<file path="src/rtl/axis_video_src.sv">
// Test-pattern AXI4-Stream video master: colour bars, gradient, checkerboard or solid frames with SOF on tuser and EOL on tlast.
// Latency: first pixel is valid one cycle after src_enable is seen in IDLE; one new pixel per accepted beat after that.
// Backpressure: registered outputs hold while tvalid && !tready; there is no combinational path from tready to any output.
module axis_video_src #(
    parameter int H_ACTIVE  = 800,
    parameter int V_ACTIVE  = 480,
    parameter int FRAME_GAP = 16
) (
    input  logic        axis_aclk,
    input  logic        axis_areset,
    input  logic        src_enable,
    input  logic [1:0]  pattern_sel,
    input  logic [23:0] solid_color,
    output logic [31:0] axis_tdata,
    output logic        axis_tvalid,
    input  logic        axis_tready,
    output logic        axis_tuser,
    output logic        axis_tlast,
    output logic [3:0]  axis_tstrb,
    output logic        frame_done,
    output logic [15:0] frame_count
);

    localparam int XW    = ($clog2(H_ACTIVE) > 8) ? $clog2(H_ACTIVE) : 8;
    localparam int YW    = ($clog2(V_ACTIVE) > 8) ? $clog2(V_ACTIVE) : 8;
    localparam int BAR_W = H_ACTIVE / 8;
    localparam int BW    = ($clog2(BAR_W) > 1) ? $clog2(BAR_W) : 1;
    localparam int GW    = ($clog2(FRAME_GAP) > 1) ? $clog2(FRAME_GAP) : 1;

    localparam logic [XW-1:0] X_LAST   = XW'(H_ACTIVE - 1);
    localparam logic [YW-1:0] Y_LAST   = YW'(V_ACTIVE - 1);
    localparam logic [BW-1:0] BAR_LAST = BW'(BAR_W - 1);
    localparam logic [GW-1:0] GAP_LAST = GW'(FRAME_GAP - 1);

    typedef enum logic [1:0] {IDLE, SEND, GAP} state_t;

    state_t        state;
    logic [XW-1:0] x, x_nxt;
    logic [YW-1:0] y, y_nxt;
    logic [BW-1:0] bar_cnt, bar_cnt_nxt;
    logic [2:0]    bar_idx, bar_idx_nxt;
    logic [GW-1:0] gap_cnt;
    logic [1:0]    pat_q;
    logic [23:0]   solid_q;
    logic          last_px;

    // Bar colours in left-to-right order.
    function automatic logic [23:0] bar_rgb(input logic [2:0] idx);
        case (idx)
            3'd0:    bar_rgb = 24'hFFFFFF;
            3'd1:    bar_rgb = 24'hFFFF00;
            3'd2:    bar_rgb = 24'h00FFFF;
            3'd3:    bar_rgb = 24'h00FF00;
            3'd4:    bar_rgb = 24'hFF00FF;
            3'd5:    bar_rgb = 24'hFF0000;
            3'd6:    bar_rgb = 24'h0000FF;
            default: bar_rgb = 24'h000000;
        endcase
    endfunction

    // Pixel colour for a position; only the low 8 bits of x/y feed the patterns.
    function automatic logic [23:0] pixel_rgb(input logic [1:0] pat, input logic [23:0] solid,
                                              input logic [7:0] px, input logic [7:0] py,
                                              input logic [2:0] bar);
        case (pat)
            2'd0:    pixel_rgb = bar_rgb(bar);
            2'd1:    pixel_rgb = {px, py, 8'(px + py)};
            2'd2:    pixel_rgb = (px[5] ^ py[5]) ? 24'hFFFFFF : 24'h000000;
            default: pixel_rgb = solid;
        endcase
    endfunction

    assign axis_tstrb = 4'hF;
    assign last_px    = (x == X_LAST) && (y == Y_LAST);

    // Position of the pixel following the one currently presented, including bar tracking.
    always_comb begin
        x_nxt       = x + 1'b1;
        y_nxt       = y;
        bar_cnt_nxt = bar_cnt + 1'b1;
        bar_idx_nxt = bar_idx;
        if (x == X_LAST) begin
            x_nxt       = '0;
            y_nxt       = y + 1'b1;
            bar_cnt_nxt = '0;
            bar_idx_nxt = '0;
        end else if (bar_cnt == BAR_LAST) begin
            bar_cnt_nxt = '0;
            bar_idx_nxt = bar_idx + 1'b1;
        end
    end

    // Frame sequencer with registered stream outputs; x/y always name the pixel on the bus.
    always_ff @(posedge axis_aclk or posedge axis_areset) begin
        if (axis_areset) begin
            state       <= IDLE;
            x           <= '0;
            y           <= '0;
            bar_cnt     <= '0;
            bar_idx     <= '0;
            gap_cnt     <= '0;
            pat_q       <= '0;
            solid_q     <= '0;
            axis_tdata  <= '0;
            axis_tvalid <= 1'b0;
            axis_tuser  <= 1'b0;
            axis_tlast  <= 1'b0;
            frame_done  <= 1'b0;
            frame_count <= '0;
        end else begin
            frame_done <= 1'b0;
            case (state)
                IDLE: begin
                    if (src_enable) begin
                        pat_q       <= pattern_sel;
                        solid_q     <= solid_color;
                        x           <= '0;
                        y           <= '0;
                        bar_cnt     <= '0;
                        bar_idx     <= '0;
                        axis_tdata  <= {8'h00, pixel_rgb(pattern_sel, solid_color, 8'h00, 8'h00, 3'd0)};
                        axis_tvalid <= 1'b1;
                        axis_tuser  <= 1'b1;
                        axis_tlast  <= (X_LAST == '0);
                        state       <= SEND;
                    end
                end
                SEND: begin
                    if (axis_tvalid && axis_tready) begin
                        if (last_px) begin
                            axis_tvalid <= 1'b0;
                            axis_tuser  <= 1'b0;
                            axis_tlast  <= 1'b0;
                            frame_done  <= 1'b1;
                            frame_count <= frame_count + 1'b1;
                            gap_cnt     <= '0;
                            state       <= (FRAME_GAP == 0) ? IDLE : GAP;
                        end else begin
                            x          <= x_nxt;
                            y          <= y_nxt;
                            bar_cnt    <= bar_cnt_nxt;
                            bar_idx    <= bar_idx_nxt;
                            axis_tdata <= {8'h00, pixel_rgb(pat_q, solid_q, x_nxt[7:0], y_nxt[7:0], bar_idx_nxt)};
                            axis_tuser <= 1'b0;
                            axis_tlast <= (x_nxt == X_LAST);
                        end
                    end
                end
                GAP: begin
                    if (gap_cnt == GAP_LAST) begin
                        state <= IDLE;
                    end else begin
                        gap_cnt <= gap_cnt + 1'b1;
                    end
                end
                default: state <= IDLE;
            endcase
        end
    end

endmodule

</file>
<file path="config.mk">
export PLATFORM = sky130hd
export DESIGN_NAME = axis_video_src
export DESIGN_NICKNAME = d
export VERILOG_FILES = /design/src/rtl/axis_video_src.sv
export SDC_FILE = /design/constraint.sdc
export NUM_CORES = 1
export LEC_CHECK = 0
export CAP_MARGIN = 15
export CORE_UTILIZATION = 50
export CTS_BUF_LIST = sky130_fd_sc_hd__clkbuf_16
export CTS_CLUSTER_DIAMETER = 150
export DETAILED_ROUTE_END_ITERATION = 16
export MAX_ROUTING_LAYER = met4
export PLACE_DENSITY = 0.77
export SLEW_MARGIN = 20
export SYNTH_ARGS = -nofsm -noshare
export SYNTH_HDL_FRONTEND = slang
export SYNTH_SLANG_ARGS = --single-unit
</file>
<file path="constraint.sdc">
create_clock -name axis_aclk -period 4.6 [get_ports axis_aclk]
set_input_delay 0.92 -clock axis_aclk [delete_from_list [all_inputs] [get_ports axis_aclk]]
set_output_delay 0.92 -clock axis_aclk [all_outputs]
set_load 0.02 [all_outputs]
</file>
==> flow_summary.ini <==
; implementation run metrics
[status]
status = finished, final reports clean

[final_timing]
fin_ws_ns = 0.5563
post-route-min-period_ns = 4.044
min_period_over_period = 0.8791
finalClockSkew_ns = 0.008875
maxSlewHeadroom = 0.2721
setup_tns_ns = 0
worst_pin_slew_ns = 1.085
hold_viol_final = 0
slew_viol_final = 0
hold_ws_ns = 0.4811
max_clock_freq_mhz = 247.3
rsz0062_at_grt = no
setup_viol = 0

[finish]
clockNetworkAreaShare = 0.04370
nNonClkBuffers = 84
comb_area_um2 = 2967
largestClassByArea = multi-input combinational cells
inv_count = 10
final_cells = 830
lay_top_count = dfrtp_1
nonClkBufAreaFrac = 0.1174
final_util = 0.6094
syn2layout_area_growth_pct = 18.84
fillerInstances = 967
clock_buffers = 9
seq_area_um2 = 2628
fin_area_um2 = 6929
logic_gate_count = 472
nets = 727
top_regs = axis_tdata: 24 flops, solid_q: 24 flops, frame_count: 16 flops
drive_above_1_share = 0.09170
comb_share = 0.4281
seq_share = 0.3792
layout.cells.most_common_list = dfrtp_1 (105), o21ai_0 (79), clkdlybuf4s50_1 (73)
diodes = 0

[synth]
async_reset_ff_frac = 1.000
synth.logic.top_family = AND-OR/OR-AND gates
top_cell_area_share = 0.4506
ys.warnings.count = 0
ys_cells = 624
ys_seq_frac = 0.4506
yosysUniqueCellTypes = 55
top_area_cell = dfrtp_1
muxShareOfSynthArea = 0.05386
numSynthFlops = 105
ys_sh_simple = 0.1579
edf_count = 0
synthCells = 624
ys.flop_type = dfrtp_1
ys_area_um2 = 5831
top_cells_by_area = dfrtp_1 (45%), o21ai_0 (6.9%), a21oi_1 (6.1%)
syn_area_um2 = 5831
synth-compound-area-share = 0.2000
xor_area_frac = 0.05494
synth.avg_cell_area_um2 = 9.344
yosys.cell_count.top_type = dfrtp_1
common_cells = dfrtp_1 (105), o21ai_0 (80), a21oi_1 (71), nand2_1 (53), nor2_1 (29)
yosys.area_share.adder = 0.03348

[place]
place_area_um2 = 6626
place.gp.congestion = 0.9382
place_ws_ns = 0.6345
placed_cells = 814
dpl.hpwl_um = 10240

[power_and_ir_drop]
power.density_nw_per_um2 = 332.0
pwr-share-comb = 0.191
p_leak_uw = 0.002960
power_leader = registers
p_switching_uw = 697.2
pg_seq_uw = 1070
pg_comb_uw = 440
p_total_uw = 2300
sw_frac_of_total = 0.3030
clkPwrFrac = 0.345
seqPwrFrac = 0.464
internal-power_uw = 1603
vdd_ir_drop_max_mv = 0.2620
powerClk_uw = 793

[clock_network]
clk_pin_slew_ns = 0.08
clock_tree.root_cell = clkbuf_16
clockBufferDepth = 2
cts_tree = yes
numCtsBuffers = 9
post-cts-setup-buffer-count = 0
clock_latency_ns = 0.36
cts.repair.resized = 0
ctsHoldBuffers = 0
htree_levels = 3

[setup_path]
crit_path_end = axis_tdata[7]$_DFFE_PP0P_
path_buffers = 0
r2r_cells = 10
worstPathCellList = ha_1, nand4_1, or3_1, and2_1, ha_1, o21ai_0, nand4_1, nor4_1, nor3b_1, a211oi_1
reg2reg_to = axis_tdata[7]$_DFFE_PP0P_
max_stage_delay_ns = 0.63
r2r_setup_slack_ns = 0.56
crit_arrival_ns = 4.27
end_kind = register
path_delay_family = simple AND/OR/NAND/NOR gates
setup.worst_path.start_class = register
crit_fanout = 14
r2r-start = x[0]$_DFFE_PP0P_
startpoint = x[0]$_DFFE_PP0P_
worstPathRequired_ns = 4.82
critPathKind = register to register
worst-path-stages = 10
slowest_stage = or3_1

[grt]
busiest_layer = met2
grt_use_met3 = 0.04115
grt_pass1_vias = 4757
grt_overflow = 0
grt_max_degree = 46
antenna_found_initial = 0
gr-usage-met1 = 0.3512
grt_pass1_wl_um = 23800
grtUsageMet2 = 0.4125

[route]
top_layer_used = met4
drtIter0Drc = 464
ant_nets = 0
wl_met3_um = 963
wl_met2_um = 7002
drc = 0
firstDrtPassIters = 5
via_per_inst = 6.041
m1WireLength_um = 6556

[die]
initCoreUtil = 0.5128
n_tap_cell = 143
rows = 39
fp.coreArea_um2 = 11370
pin_count = 86
chipArea_um2 = 12100

[worst_hold_path]
hp-start = axis_tuser$_DFFE_PP0P_
hold_end = axis_tuser$_DFFE_PP0P_
hold_path.class = register to register
min_path_cells = 1

[flow_run]
tool_warnings = 27
max_cap_violations = 0
clocks.png
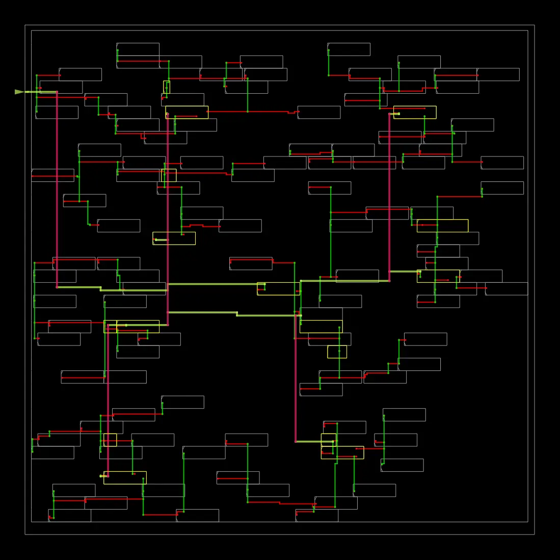
clk sinks: 105
seq_cells: 105

wires.png
Two of the layers only.
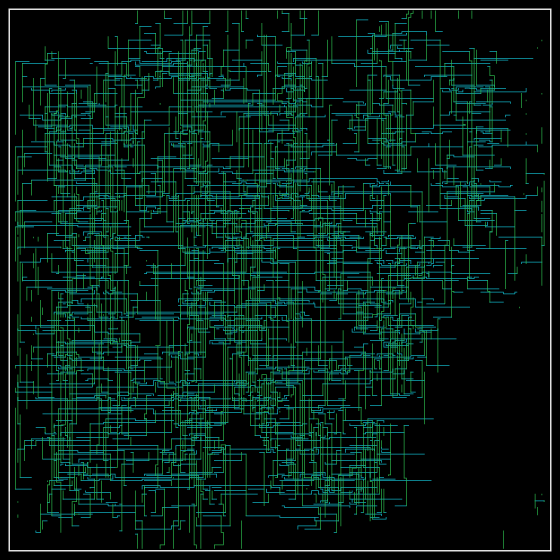
legend:
  metal 1:
    color: cyan
    wire_length: 6560 um
  metal 2:
    color: green
    wire_length: 7000 um
Routed WL per cell: 17.93 um
GRT Util Overall: 0.2680
Detailed Route WL: 14880 um
vias: 5014

logic_types.png
Scale bar: 20 um.
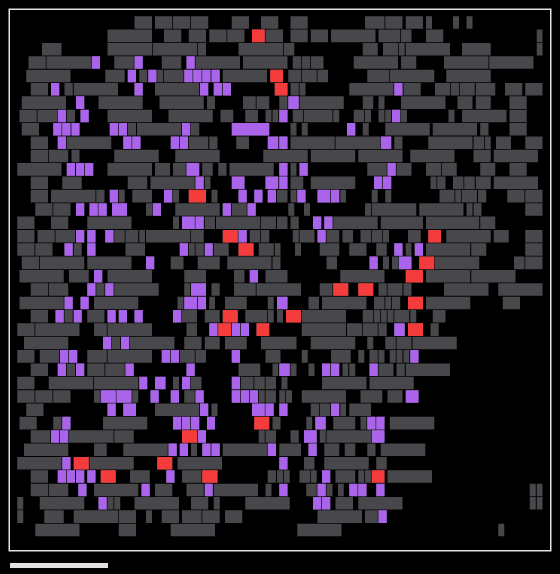
legend:
  AND-OR and OR-AND gates:
    color: red
    cells: 24
  inverting AOI/OAI gates:
    color: purple
    cells: 178

flops_by_reg.png
Scale bar: 20 um. Other sequential cells in the stronger gray, the rest of the logic in the fainter gray.
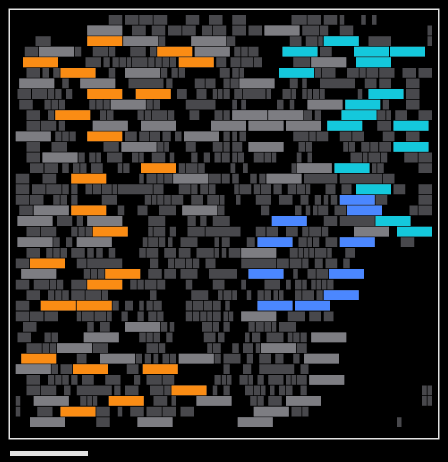
legend:
  x:
    color: blue
    sequential_cells: 10
    where: middle right
  axis_tdata:
    color: orange
    sequential_cells: 24
  frame_count:
    color: cyan
    sequential_cells: 16

io_placement.png
Pins as bars across the die edge, other pins in gray.
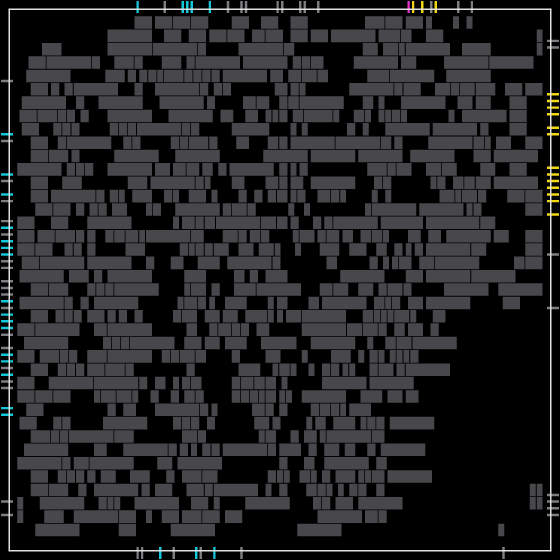
legend:
  frame_count:
    color: yellow
    pins: 16
    direction: output
    edge: 13 right, 3 top
  frame_done:
    color: magenta
    pins: 1
    direction: output
    edge: top
  solid_color:
    color: cyan
    pins: 24
    direction: input
    edge: 16 left, 5 top, 3 bottom
all pins by edge: 35 left, 21 right, 21 top, 9 bottom
die span in y: 110.0 um
die width: 110.0 um
IO Port Bufs: 73

Power figures rest on the tool's default switching activity, not on a simulated workload.
